## src/rtl/fetch_pkg.sv

```systemverilog
// -----------------------------------------------------------------------------
// fetch_pkg
//   Shared definitions for the instruction fetch stage: the fetch FSM state
//   encoding, the ROM geometry, the halt sentinel and a small PC range helper.
// -----------------------------------------------------------------------------
package fetch_pkg;

    // Width of an instruction word and of the word-addressed PC.
    localparam int WORD_W = 32;

    // Number of instruction words held by the ROM.
    localparam int IMEM_DEPTH = 32;

    // Sentinel word that stops the fetch stage; it is never handed to decode.
    localparam logic [WORD_W-1:0] HALT_INSN = 32'hFFFF_FFFF;

    typedef logic [WORD_W-1:0] word_t;

    // Fetch stage control states.
    typedef enum logic [1:0] {
        FETCH  = 2'd0,
        HALTED = 2'd1,
        FAULT  = 2'd2
    } fetch_state_e;

    // True when the word-addressed PC points inside the ROM.
    function automatic logic pc_in_range(input word_t pc, input word_t depth);
        return (pc < depth);
    endfunction

endpackage : fetch_pkg

```

## src/rtl/instruction_fetch_unit.sv

```systemverilog
// -----------------------------------------------------------------------------
// instruction_fetch_unit
//   PC register and fetch stage in front of a combinational instruction ROM.
//   The PC is presented on imem_addr; the ROM answers in the same cycle and the
//   word is captured into a registered {out_insn, out_pc} slot that decode
//   drains through a valid/ready handshake. Redirects reload the PC, the halt
//   sentinel parks the stage in HALTED and a PC beyond the ROM parks it in
//   FAULT. Every output except imem_addr (which is the PC register itself) is
//   a flop.
//
// Ports
//   clk             in   clock, rising edge
//   rst_n           in   asynchronous active-low reset
//   imem_addr       out  ROM word index (= PC register)
//   imem_rdata      in   ROM read data for imem_addr, same cycle
//   redirect_valid  in   load redirect_target into the PC
//   redirect_target in   new word-addressed PC
//   out_valid       out  out_insn/out_pc hold an instruction for decode
//   out_ready       in   decode accepts when out_valid && out_ready
//   out_insn        out  fetched instruction
//   out_pc          out  word address of out_insn
//   halted          out  stage stopped on the halt sentinel
//   fault           out  stage stopped on an out-of-range PC
// -----------------------------------------------------------------------------
module instruction_fetch_unit #(
    parameter int          DEPTH     = fetch_pkg::IMEM_DEPTH,
    parameter logic [31:0] RESET_PC  = 32'h0000_0000,
    parameter logic [31:0] HALT_INSN = fetch_pkg::HALT_INSN
) (
    input  logic        clk,
    input  logic        rst_n,
    output logic [31:0] imem_addr,
    input  logic [31:0] imem_rdata,
    input  logic        redirect_valid,
    input  logic [31:0] redirect_target,
    output logic        out_valid,
    input  logic        out_ready,
    output logic [31:0] out_insn,
    output logic [31:0] out_pc,
    output logic        halted,
    output logic        fault
);

    import fetch_pkg::*;

    localparam word_t DEPTH_W = word_t'(DEPTH);

    // -------------------------------------------------------------------------
    // State
    // -------------------------------------------------------------------------
    fetch_state_e state_q, state_d;
    word_t        pc_q, pc_d;
    logic         out_valid_q, out_valid_d;
    word_t        out_insn_q, out_insn_d;
    word_t        out_pc_q, out_pc_d;
    logic         halted_q, halted_d;
    logic         fault_q, fault_d;

    // -------------------------------------------------------------------------
    // Decoded conditions
    // -------------------------------------------------------------------------
    logic in_range_s;    // PC addresses a real ROM word
    logic xfer_s;        // decode takes the slot at the coming edge
    logic slot_free_s;   // slot may be overwritten at the coming edge
    logic halt_seen_s;   // ROM currently returns the sentinel

    // Handshake and fetch qualifiers derived from current state and inputs.
    always_comb begin
        in_range_s  = pc_in_range(pc_q, DEPTH_W);
        xfer_s      = out_valid_q & out_ready;
        slot_free_s = (~out_valid_q) | xfer_s;
        halt_seen_s = (imem_rdata == HALT_INSN);
    end

    // -------------------------------------------------------------------------
    // FSM: state register
    // -------------------------------------------------------------------------
    // Control state flop.
    always_ff @(posedge clk or negedge rst_n) begin
        if (!rst_n) begin
            state_q <= FETCH;
        end else begin
            state_q <= state_d;
        end
    end

    // -------------------------------------------------------------------------
    // FSM: next-state logic
    // -------------------------------------------------------------------------
    // A redirect always returns to FETCH. The range test precedes the halt
    // test so a sentinel read from beyond the ROM is still reported as a fault.
    always_comb begin
        state_d = state_q;
        if (redirect_valid) begin
            state_d = FETCH;
        end else begin
            case (state_q)
                FETCH: begin
                    if (!in_range_s) begin
                        state_d = FAULT;
                    end else if (slot_free_s && halt_seen_s) begin
                        state_d = HALTED;
                    end else begin
                        state_d = FETCH;
                    end
                end
                HALTED: begin
                    state_d = HALTED;
                end
                FAULT: begin
                    state_d = FAULT;
                end
                default: begin
                    state_d = FETCH;
                end
            endcase
        end
    end

    // -------------------------------------------------------------------------
    // FSM: output / datapath next values
    // -------------------------------------------------------------------------
    // The default for out_valid is "drain": a held word stays valid until
    // decode takes it. That single default covers stalls, the HALTED and
    // FAULT states, and the slot consumed while the sentinel is detected.
    always_comb begin
        pc_d        = pc_q;
        out_valid_d = out_valid_q & ~out_ready;
        out_insn_d  = out_insn_q;
        out_pc_d    = out_pc_q;
        halted_d    = halted_q;
        fault_d     = fault_q;
        if (redirect_valid) begin
            // Any word still in the slot is either taken this edge or dropped.
            pc_d        = redirect_target;
            out_valid_d = 1'b0;
            halted_d    = 1'b0;
            fault_d     = 1'b0;
        end else begin
            case (state_q)
                FETCH: begin
                    if (!in_range_s) begin
                        fault_d = 1'b1;
                    end else if (slot_free_s) begin
                        if (halt_seen_s) begin
                            // PC parks on the sentinel; nothing is captured.
                            halted_d = 1'b1;
                        end else begin
                            out_insn_d  = imem_rdata;
                            out_pc_d    = pc_q;
                            out_valid_d = 1'b1;
                            pc_d        = pc_q + 32'd1;
                        end
                    end else begin
                        // Decode is back-pressuring: hold PC and slot.
                        pc_d = pc_q;
                    end
                end
                HALTED: begin
                    pc_d = pc_q;
                end
                FAULT: begin
                    pc_d = pc_q;
                end
                default: begin
                    pc_d = pc_q;
                end
            endcase
        end
    end

    // -------------------------------------------------------------------------
    // Registers
    // -------------------------------------------------------------------------
    // Program counter.
    always_ff @(posedge clk or negedge rst_n) begin
        if (!rst_n) begin
            pc_q <= RESET_PC;
        end else begin
            pc_q <= pc_d;
        end
    end

    // Output slot towards decode.
    always_ff @(posedge clk or negedge rst_n) begin
        if (!rst_n) begin
            out_valid_q <= 1'b0;
            out_insn_q  <= 32'h0000_0000;
            out_pc_q    <= 32'h0000_0000;
        end else begin
            out_valid_q <= out_valid_d;
            out_insn_q  <= out_insn_d;
            out_pc_q    <= out_pc_d;
        end
    end

    // Registered status flags.
    always_ff @(posedge clk or negedge rst_n) begin
        if (!rst_n) begin
            halted_q <= 1'b0;
            fault_q  <= 1'b0;
        end else begin
            halted_q <= halted_d;
            fault_q  <= fault_d;
        end
    end

    // -------------------------------------------------------------------------
    // Outputs
    // -------------------------------------------------------------------------
    assign imem_addr = pc_q;
    assign out_valid = out_valid_q;
    assign out_insn  = out_insn_q;
    assign out_pc    = out_pc_q;
    assign halted    = halted_q;
    assign fault     = fault_q;

endmodule : instruction_fetch_unit

```

## config.mk

```make
export PLATFORM = sky130hd
export DESIGN_NAME = instruction_fetch_unit
export DESIGN_NICKNAME = d
export VERILOG_FILES = /design/src/rtl/fetch_pkg.sv /design/src/rtl/instruction_fetch_unit.sv
export SDC_FILE = /design/constraint.sdc
export NUM_CORES = 1
export LEC_CHECK = 0
export CORE_MARGIN = 2
export CORE_UTILIZATION = 45
export CTS_CLUSTER_DIAMETER = 40
export CTS_CLUSTER_SIZE = 16
export DETAILED_ROUTE_END_ITERATION = 10
export GPL_ROUTABILITY_DRIVEN = 0
export PLACE_DENSITY = 0.95
export SETUP_SLACK_MARGIN = 0.15
export SYNTH_ARGS = -nofsm -noshare
export SYNTH_HDL_FRONTEND = slang
export SYNTH_SLANG_ARGS = --single-unit
```

## constraint.sdc

```tcl
create_clock -name clk -period 6.3 [get_ports clk]
set_input_delay 0.63 -clock clk [delete_from_list [all_inputs] [get_ports clk]]
set_output_delay 0.63 -clock clk [all_outputs]
set_load 0.01 [all_outputs]
```

**Run 1: zoomed window**

Region (58, 9) to (88, 39) um. Cells in gray, sequential cells in the stronger gray; small squares are vias.
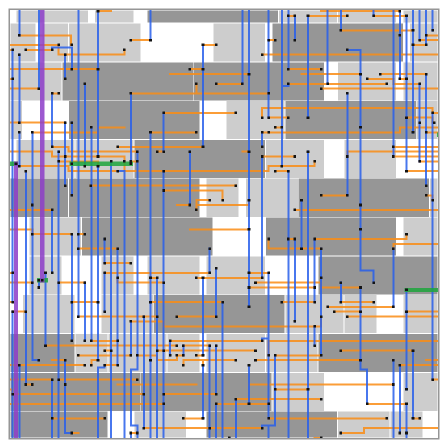
metal 3 -> green
metal 4 -> purple
metal 2 -> blue
metal 1 -> orange
most frequent = dfrtp_1 (17), clkdlybuf4s50_1 (16), mux2_2 (9)
sequential cells in the window = 17
cells with their middle in the window = 53
netlist names of flops here include = out_insn (12), out_pc (5)

**Run 1: cell sizes after repair**

Scale bar: 20 um.
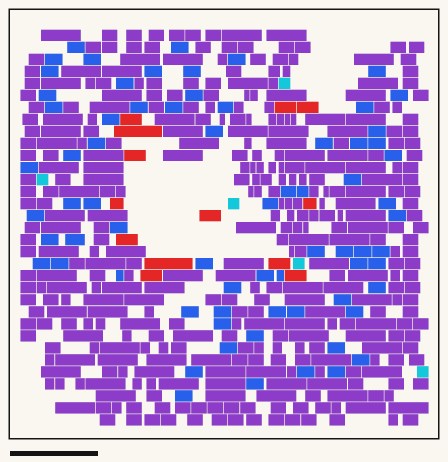
_6 and larger -> red  # cells 13, share 2.9%
_0 and _1 cells -> purple  # cells 358, share 80%
_3 and _4 cells -> cyan  # cells 5, share 1.1%
_2 cells -> blue  # cells 70, share 16%

**Run 1: clock routing**

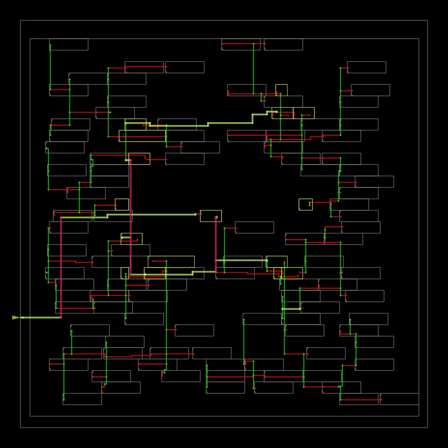
TritonCTS Buffers: 9
clock skew: 14.1 ps

-- run 1: worst max path at each step --
stage | from | end | depth (start not counted)
floorplan | imem_rdata[23] | out_insn[0] | 6
global placement | imem_rdata[15] | out_insn[3] | 7
detailed placement | imem_rdata[21] | out_insn[7] | 7
CTS | imem_rdata[31] | out_insn[13] | 7
global route | imem_rdata[22] | out_pc[4] | 7
finish | imem_rdata[22] | out_insn[13] | 7
-- run 1: layout make-up --
| class | count | area, um2 |
|---|---|---|
| Tap cell | 105 | 131 |
| Clock buffer | 9 | 124 |
| Clock inverter | 7 | 95.1 |
| Fill cell | 562 | 2440 |
| Timing Repair Buffer | 169 | 1680 |
| Inverter | 2 | 7.51 |
| Multi-Input combinational cell | 158 | 1290 |
| Sequential cell | 101 | 2530 |
-- run 1: kinds of logic after synthesis --
| family | synth area share, % |
|---|---|
| flops | 65.2 |
| simple gates | 11.7 |
| mux | 18.3 |
| compound gates | 2.94 |
| buf+inv | 1.58 |
| fa+ha+maj | 0.323 |
-- run 1: through the flow --
stage          power (uW)  instance area [um2]
6_report             1280                 5860
5_1_grt              1340                 5860
4_1_cts              1300                 5860
3_5_place_dp          855                 5640
3_3_place_gp          851                 5640
2_1_floorplan         743                 3880
-- run 1: metal layers --
metal | vias to the layer above | global-route usage, %
li1 | 1305 | -
met1 | 1385 | 24.4
met2 | 127 | 34.6
met3 | 16 | 6.50
met4 | 0 | 5.63
met5 | - | 0
-- run 1: placed cells by master (no fill, tap or decap), types with 5 or more instances in the layout --
cell type / count
clkdlybuf4s50_1: 165
dfrtp_1: 101
mux2_2: 63
and2_1: 29
nand4_1: 9
nor2_1: 9
clkbuf_8: 9
nor4_1: 7
a31oi_1: 7
nand3_1: 5
==> qor.yml, run 1 <==
status: "finished clean"
worst_hold_slack_ps: 270
flop_cell: "dfrtp_1"
combPwrFrac_pct: 11.8
min_path_type: "in -> async"
grtUsageTotal_pct: 20.1
timing.rr.end: "out_insn[13]"
path_buffers: 2
r2r_cells: 6
clock_power_uw: 440
area_growth_syn_to_layout_pct: 51.0
cts.clk_slew.worst_paths_ps: 100
drtPass1Iterations: 4
detail_route.vias_per_cell: 5.14
pin_count: 167
fp_util_pct: 46.7
relSlewSlack_pct: 58.3
diodes: 0
ant_nets: 0
die_x_um: 96.8
wl_met1_um: 3740
syn_inst: 272
htreeDepth: 3
grt_antenna_before_repair: 0
synthMostInstantiatedCell: "dfrtp_1"
worst_slew_pin_slew_ps: 620
cts_root_buffer: "clkbuf_8"
die_y_um: 96.8
seq_power_share_pct: 53.8
setup_viol: 0
stdcell_count: 551
ir_drop_mv: 0.184
port_buffers: 166
final_layout_size_suffix_gt1_share_pct: 19.7
max_stage_delay_ps: 580
row_count: 33
synth_area_per_cell_um2: 14.3
cts_buffer_depth: 2
topRoutingLayerUsed: "met4"
met3_length_um: 637
rsz0062_at_grt: "no"
hold_viol: 0
dp_slack_ps: 2720
drc_errors: 0
yosysTopAreaCell: "dfrtp_1"
fin_nets: 510
comb_power_uw: 152
cp_top_family: "simple AND/OR/NAND/NOR gates"
clock-sinks: 101
switching_share_pct: 22.8
gr-total-overflow: 0
ys_area_um2: 3880
ff2ff_setup_slack_ps: 3550
setup_ws_ps: 3060
switching_power_uw: 292
cp.arrival_ps: 3470
powerDensity_nw_per_um2: 219
ctsResizeCount: 0
yosysCellCount: 272
top_power_group: "sequential cells"
ys_ff: 101
grt_pass1_wl_um: 15100
crit_required_ps: 6540
ys_async_sr_fraction_pct: 100
p_int_uw: 988
wire_per_inst_um: 16.7
cp_slowest_cell: "nor4_1"
grt_start_max_net_pins: 54
finalCritPeriodShare_pct: 51.4
netlist_top_cells_count: "dfrtp_1 (101), mux2_2 (63), and2_1 (29), nand4_1 (9), nor2_1 (9)"
seq_cell_power_uw: 689
top_area_share_pct: 65.2
path_cells: "clkdlybuf4s50_1, nand4_1, nor4_1, a21boi_0, nand3_2, buf_4, mux2_2"
synth-edff-count: 0
drtIter0Drc: 115
setup-tns-final_ps: 0
**Run 1: clock network drawn from the DEF**

Scale bar: 20 um.
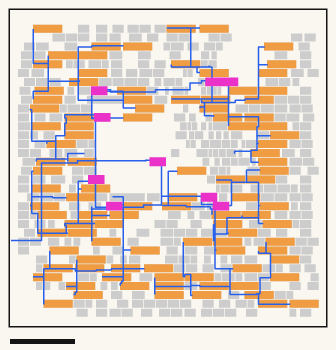

==> inputs of run 2 (changes only) <==
--- a/config.mk
+++ b/config.mk
@@ -6,12 +6,12 @@
 export NUM_CORES = 1
 export LEC_CHECK = 0
 export CORE_MARGIN = 2
-export CORE_UTILIZATION = 45
+export CORE_UTILIZATION = 42
 export CTS_CLUSTER_DIAMETER = 40
 export CTS_CLUSTER_SIZE = 16
 export DETAILED_ROUTE_END_ITERATION = 10
 export GPL_ROUTABILITY_DRIVEN = 0
-export PLACE_DENSITY = 0.95
+export PLACE_DENSITY = 0.91
 export SETUP_SLACK_MARGIN = 0.15
 export SYNTH_ARGS = -nofsm -noshare
 export SYNTH_HDL_FRONTEND = slang
==> constraint.sdc (replaced) <==
create_clock -name clk -period 3.11 [get_ports clk]
set_input_delay 0.311 -clock clk [delete_from_list [all_inputs] [get_ports clk]]
set_output_delay 0.311 -clock clk [all_outputs]
set_load 0.01 [all_outputs]
**Run 2: clock network drawn from the DEF**

Scale bar: 20 um.
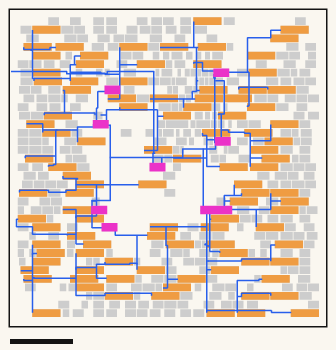
clock drivers -> magenta  # count 9
clock wires -> blue  # length 1140 um
flip-flops -> orange  # count 101
routed clock nets = 10
flops lie = all over the die

**Run 2: sequential cells grouped by signal name**

Scale bar: 20 um. Other sequential cells in the stronger gray, the rest of the logic in the fainter gray.
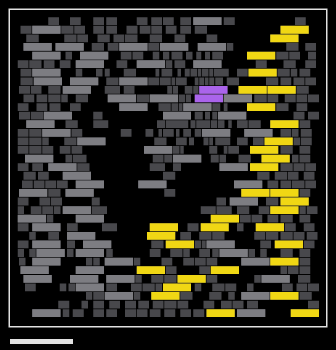
state_q -> purple  # sequential cells 2
out_insn -> yellow  # sequential cells 32
not colored = 67

==> run 2 against run 1 <==
Against the previous run: sequential share of layout area rose by 0.17 points; clock-buffer cell count rose by 2; flip-flop count stayed put; wire length is 2.6% higher; die area is 6.8% higher; via count up 0.88%; sequential power grew 100%.
==> qor.yml, run 2 <==
yosysCellCount: 272  # unchanged
combPwrFrac_pct: 12.6  # +0.8 points
p_int_uw: 1840  # +86%
area_growth_syn_to_layout_pct: 50.4
cp.arrival_ps: 2700  # -770 ps
switching_power_uw: 607  # +110%
clock_power_uw: 740  # +68%
ys_async_sr_fraction_pct: 100  # unchanged
diodes: 0  # unchanged
syn_inst: 272  # unchanged
ctsResizeCount: 0  # unchanged
switching_share_pct: 24.8  # +2.0 points
wl_met1_um: 3920  # +4.9%
status: "finished clean"
gr-total-overflow: 0  # unchanged
drtPass1Iterations: 4  # unchanged
ys_area_um2: 3880  # unchanged
fillers: 682  # +21%
startpoint: "imem_rdata[23]"
top_power_group: "sequential cells"
rsz0062_at_grt: "no"
detail_route.vias_per_cell: 5.12  # -0.38%
finalCritPeriodShare_pct: 79.3
met3_length_um: 746  # +17%
ant_nets: 0  # unchanged
synth-edff-count: 0  # unchanged
synthMostInstantiatedCell: "dfrtp_1"
setup_viol: 0  # unchanged
top_area_share_pct: 65.2  # unchanged
grt_start_max_net_pins: 89  # +65%
flop_area_um2: 2530  # unchanged
powerDensity_nw_per_um2: 419  # +92%
timing.rr.end: "imem_addr[4]"
min_path_type: "in -> async"
pin_count: 167  # unchanged
ff2ff_setup_slack_ps: 730  # -2820 ps
row_count: 35  # +6.1%
lay_top_cells: "clkdlybuf4s50_1 (165), dfrtp_1 (101), mux2_2 (63)"
comb_power_uw: 309  # +100%
synth_area_per_cell_um2: 14.3  # unchanged
stdcell_count: 558  # +1.3%
fin_nets: 511  # +0.20%
## run 2: cell counts after synthesis
No cell type changed its count.
## run 2: logic make-up (layout without fill, tap and decap cells)
family	Yosys count	after routing	synth area share [%]
flip-flops	101	101	65.2
AND/OR/NAND/NOR	76	76	11.7
buffers and inverters	13	188	1.58
multiplexers	63	63	18.3
AND-OR/OR-AND	18	18	2.94
adder cells (fa/ha/maj)	1	1	0.323
## run 2: how the worst max path moves through the flow
stage | endpoint | depth (start not counted)
6_report | out_insn[15] | 7
5_1_grt | out_insn[18] | 7
4_1_cts | out_insn[28] | 7
3_5_place_dp | out_insn[1] | 7
3_3_place_gp | out_insn[3] | 7
2_1_floorplan | imem_addr[4] | 6
## run 2: area by class of cell
type | instances | area share, %
Sequential cell | 101 | 43.3
Timing Repair Buffer | 170 | 29.2
Multi-Input combinational cell | 158 | 22.1
Clock buffer | 11 | 2.25
Inverter | 2 | 0.129
Clock inverter | 5 | 0.643
Tap cell | 111 | 2.38
## run 2: per-layer routing
metal  vias up  GRT usage (%)
met5         -              0
li1       1305              -
met4         0           7.06
met2       128           31.4
met1      1408           24.6
met3        17           5.57
## run 2: worst max-delay path: stages
cell and delay, ps:
clkdlybuf4s50_1 500, nand4_1 120, nor4_1 580, a21boi_0 350, nand3_2 200, buf_12 240
mux2_2 360
## run 2: through the flow
step	utilization, %	hold WS, ps	cell area [um2]	power [uW]	setup slack, ps
after floorplan	-	15.4	3880	1510	1050
after global placement	62.2	443	5670	1720	394
after detailed placement	62.2	451	5670	1730	309
after CTS	64.1	193	5830	2470	685
after global routing	64.1	242	5830	2550	550
final	64.1	161	5830	2450	645
**Run 2: cell sizes after repair**

Scale bar: 20 um.
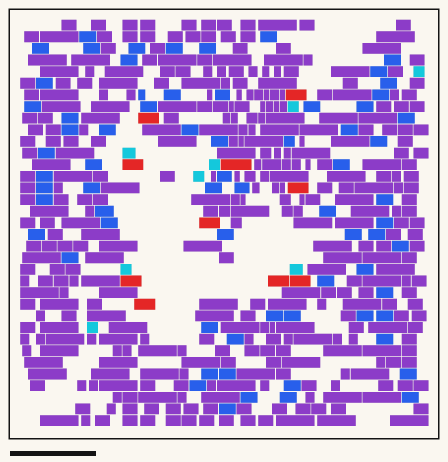

==> inputs of run 3 (changes only) <==
==> constraint.sdc (replaced) <==
create_clock -name clk -period 2.5 [get_ports clk]
set_input_delay 0.25 -clock clk [delete_from_list [all_inputs] [get_ports clk]]
set_output_delay 0.25 -clock clk [all_outputs]
set_load 0.01 [all_outputs]
**Run 3: cell sizes after repair**

Scale bar: 20 um.
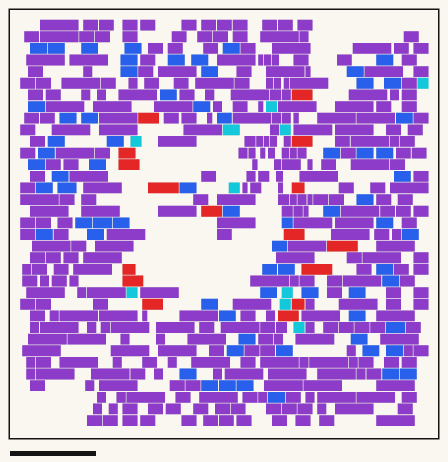
_2 cells -> blue  # cells 70, share 15%
_3 and _4 cells -> cyan  # cells 10, share 2.2%
_0 and _1 cells -> purple  # cells 357, share 79%
_6 and larger -> red  # cells 16, share 3.5%

**Run 3: zoomed window**

Region (60, 10) to (90, 40) um. Cells in gray, sequential cells in the stronger gray; small squares are vias.
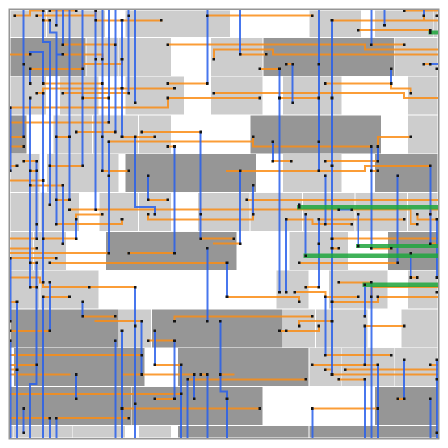
metal 2 -> blue
metal 1 -> orange
metal 3 -> green
cells with their middle in the window = 55
most frequent = clkdlybuf4s50_1 (15), mux2_2 (12), dfrtp_1 (11)
netlist names of flops here include = out_insn (6), out_pc (5)
sequential cells in the window = 11

==> run 3 against run 2 <==
Against the previous run: first-iteration DRC count grew 37%; power grew 27%; wire length grew 2.9%; critical path depth shrank 2; via count grew 0.84%; area after synthesis is the same; synthesized cell count is the same; highest routed layer unchanged.
==> qor.yml, run 3 <==
synth-edff-count: 0  # unchanged
cts_setup_buffers: 0
status: "finished clean"
drc_errors: 0
cts_buffer_depth: 2
ys_async_sr_fraction_pct: 100  # unchanged
synth_area_per_cell_um2: 14.3  # unchanged
finalCritPeriodShare_pct: 89.4
diodes: 0  # unchanged
hold_viol: 0
synthMostInstantiatedCell: "dfrtp_1"
ys_types: 32
fp_util_pct: 42.6
final_layout_size_suffix_gt1_share_pct: 21.2
path_buffers: 0  # -2
setup_viol: 0  # unchanged
yosysCellCount: 272  # unchanged
ant_nets: 0  # unchanged
ir_drop_mv: 0.275
max_cap_viol_count: 0
relSlewSlack_pct: 54.7
synthTopLogicFamily: "multiplexers"
cp_top_family: "simple AND/OR/NAND/NOR gates"
drtPass1Iterations: 4  # unchanged
top_cells_by_area: "dfrtp_1 (65%), mux2_2 (18%), and2_1 (4.7%), nand4_1 (1.5%), a31oi_1 (1.1%)"
syn_inst: 272  # unchanged
grt_start_max_net_pins: 55  # -38%
fin_nets: 517  # +1.2%
fin_util_pct: 65.2  # +1.1 points
grt_antenna_before_repair: 0
critPathMaxFanout: 10
drtIter0Drc: 85
gr-total-overflow: 0  # unchanged
worst_slew_pin_slew_ps: 680
powerDensity_nw_per_um2: 522  # +24%
ys_area_um2: 3880  # unchanged
stdcell_count: 564  # +1.1%
max_stage_delay_ps: 520  # -60 ps
core_area_um2: 9110
path_cells: "nor4_2, nand4_1, or3_4, or4_1, a31oi_1"
grtUsageTotal_pct: 19.6
min_path_type: "in -> reg"
final_common_cell: "clkdlybuf4s50_1"
die_y_um: 100
grt_pass1_wl_um: 15200
detail_route.vias_per_cell: 5.11  # -0.23%
aoi_share_pct: 2.94  # unchanged
area_growth_syn_to_layout_pct: 53.0
dp.cells: 547
pin_count: 167  # unchanged
synthSimpleGateAreaFrac_pct: 11.7  # unchanged
synthAdderAreaFrac_pct: 0.323  # unchanged
rsz0062_at_grt: "no"
cp_slowest_cell: "or4_1"
mux_share_pct: 18.3  # unchanged
xor_share_pct: 0  # unchanged
vias: 2882
top_area_share_pct: 65.2  # unchanged
lay_top_cells: "clkdlybuf4s50_1 (165), dfrtp_1 (101), mux2_2 (63)"
cp.arrival_ps: 2510  # -190 ps
row_count: 35  # unchanged
flop_cell: "dfrtp_1"
syn-cell-area_um2: 3880
run 3: layout make-up:
class                      instances  area (um2)
tap                              111         139
clock inverter                     6        52.6
clock buffer                      10         128
timing repair buffer             176        1770
multi-input combinational        158        1310
inverter                           2        7.51
sequential                       101        2530
fill                             709        3170
run 3: routing by layer:
layer / GRT usage [%] / routed length [um] / vias to the layer above
li1: - / - / 1317
met1: 24.7 / 4030 / 1423
met2: 33.2 / 4830 / 126
met3: 4.81 / 727 / 16
met4: 6.74 / 151 / 0
met5: 0 / 0 / -
run 3: path summary, 6_finish.rpt:
| kind | start | slack (ps) | end | cells past startpoint |
|---|---|---|---|---|
| min in group asynchronous | rst_n | 460 | out_insn[24] | 2 |
| max reg2reg | imem_addr[13] | 260 | imem_addr[4] | 5 |
| min | redirect_target[1] | 450 | imem_addr[1] | 3 |
| min reg2reg | state_q[0] | 490 | state_q[1] | 1 |
| max in group asynchronous | rst_n | 1330 | imem_addr[25] | 3 |
| max | imem_addr[13] | 260 | imem_addr[4] | 5 |
run 3: where the power goes:
part,switching (uW),internal (uW)
registers,54.6,1690
clock network,588,381
logic,148,241
total,790,2310
run 3: timing repair:
| action | 4_1_cts | 5_1_grt |
|---|---|---|
| setup endpoints to repair | 1 | 37 |
| hold endpoints to repair | 53 | 0 |
| gates resized | 2 | 1 |
| hold buffers | 1 | 0 |
| gates cloned | 0 | 0 |
run 3: metrics by stage:
stage               hold WS, ps  setup TNS, ps  worst slack (ps)  power (uW)  instance area, um2
global route                459              0               158        3240                5940
finish                      453              0               264        3100                5940
floorplan                 -45.6              0               436        1870                3880
detailed placement          337          -2340             -78.9        2160                5730
global placement            324              0              59.2        2150                5730
CTS                         437              0               227        3140                5930
Power figures rest on the tool's default switching activity, not on a simulated workload.
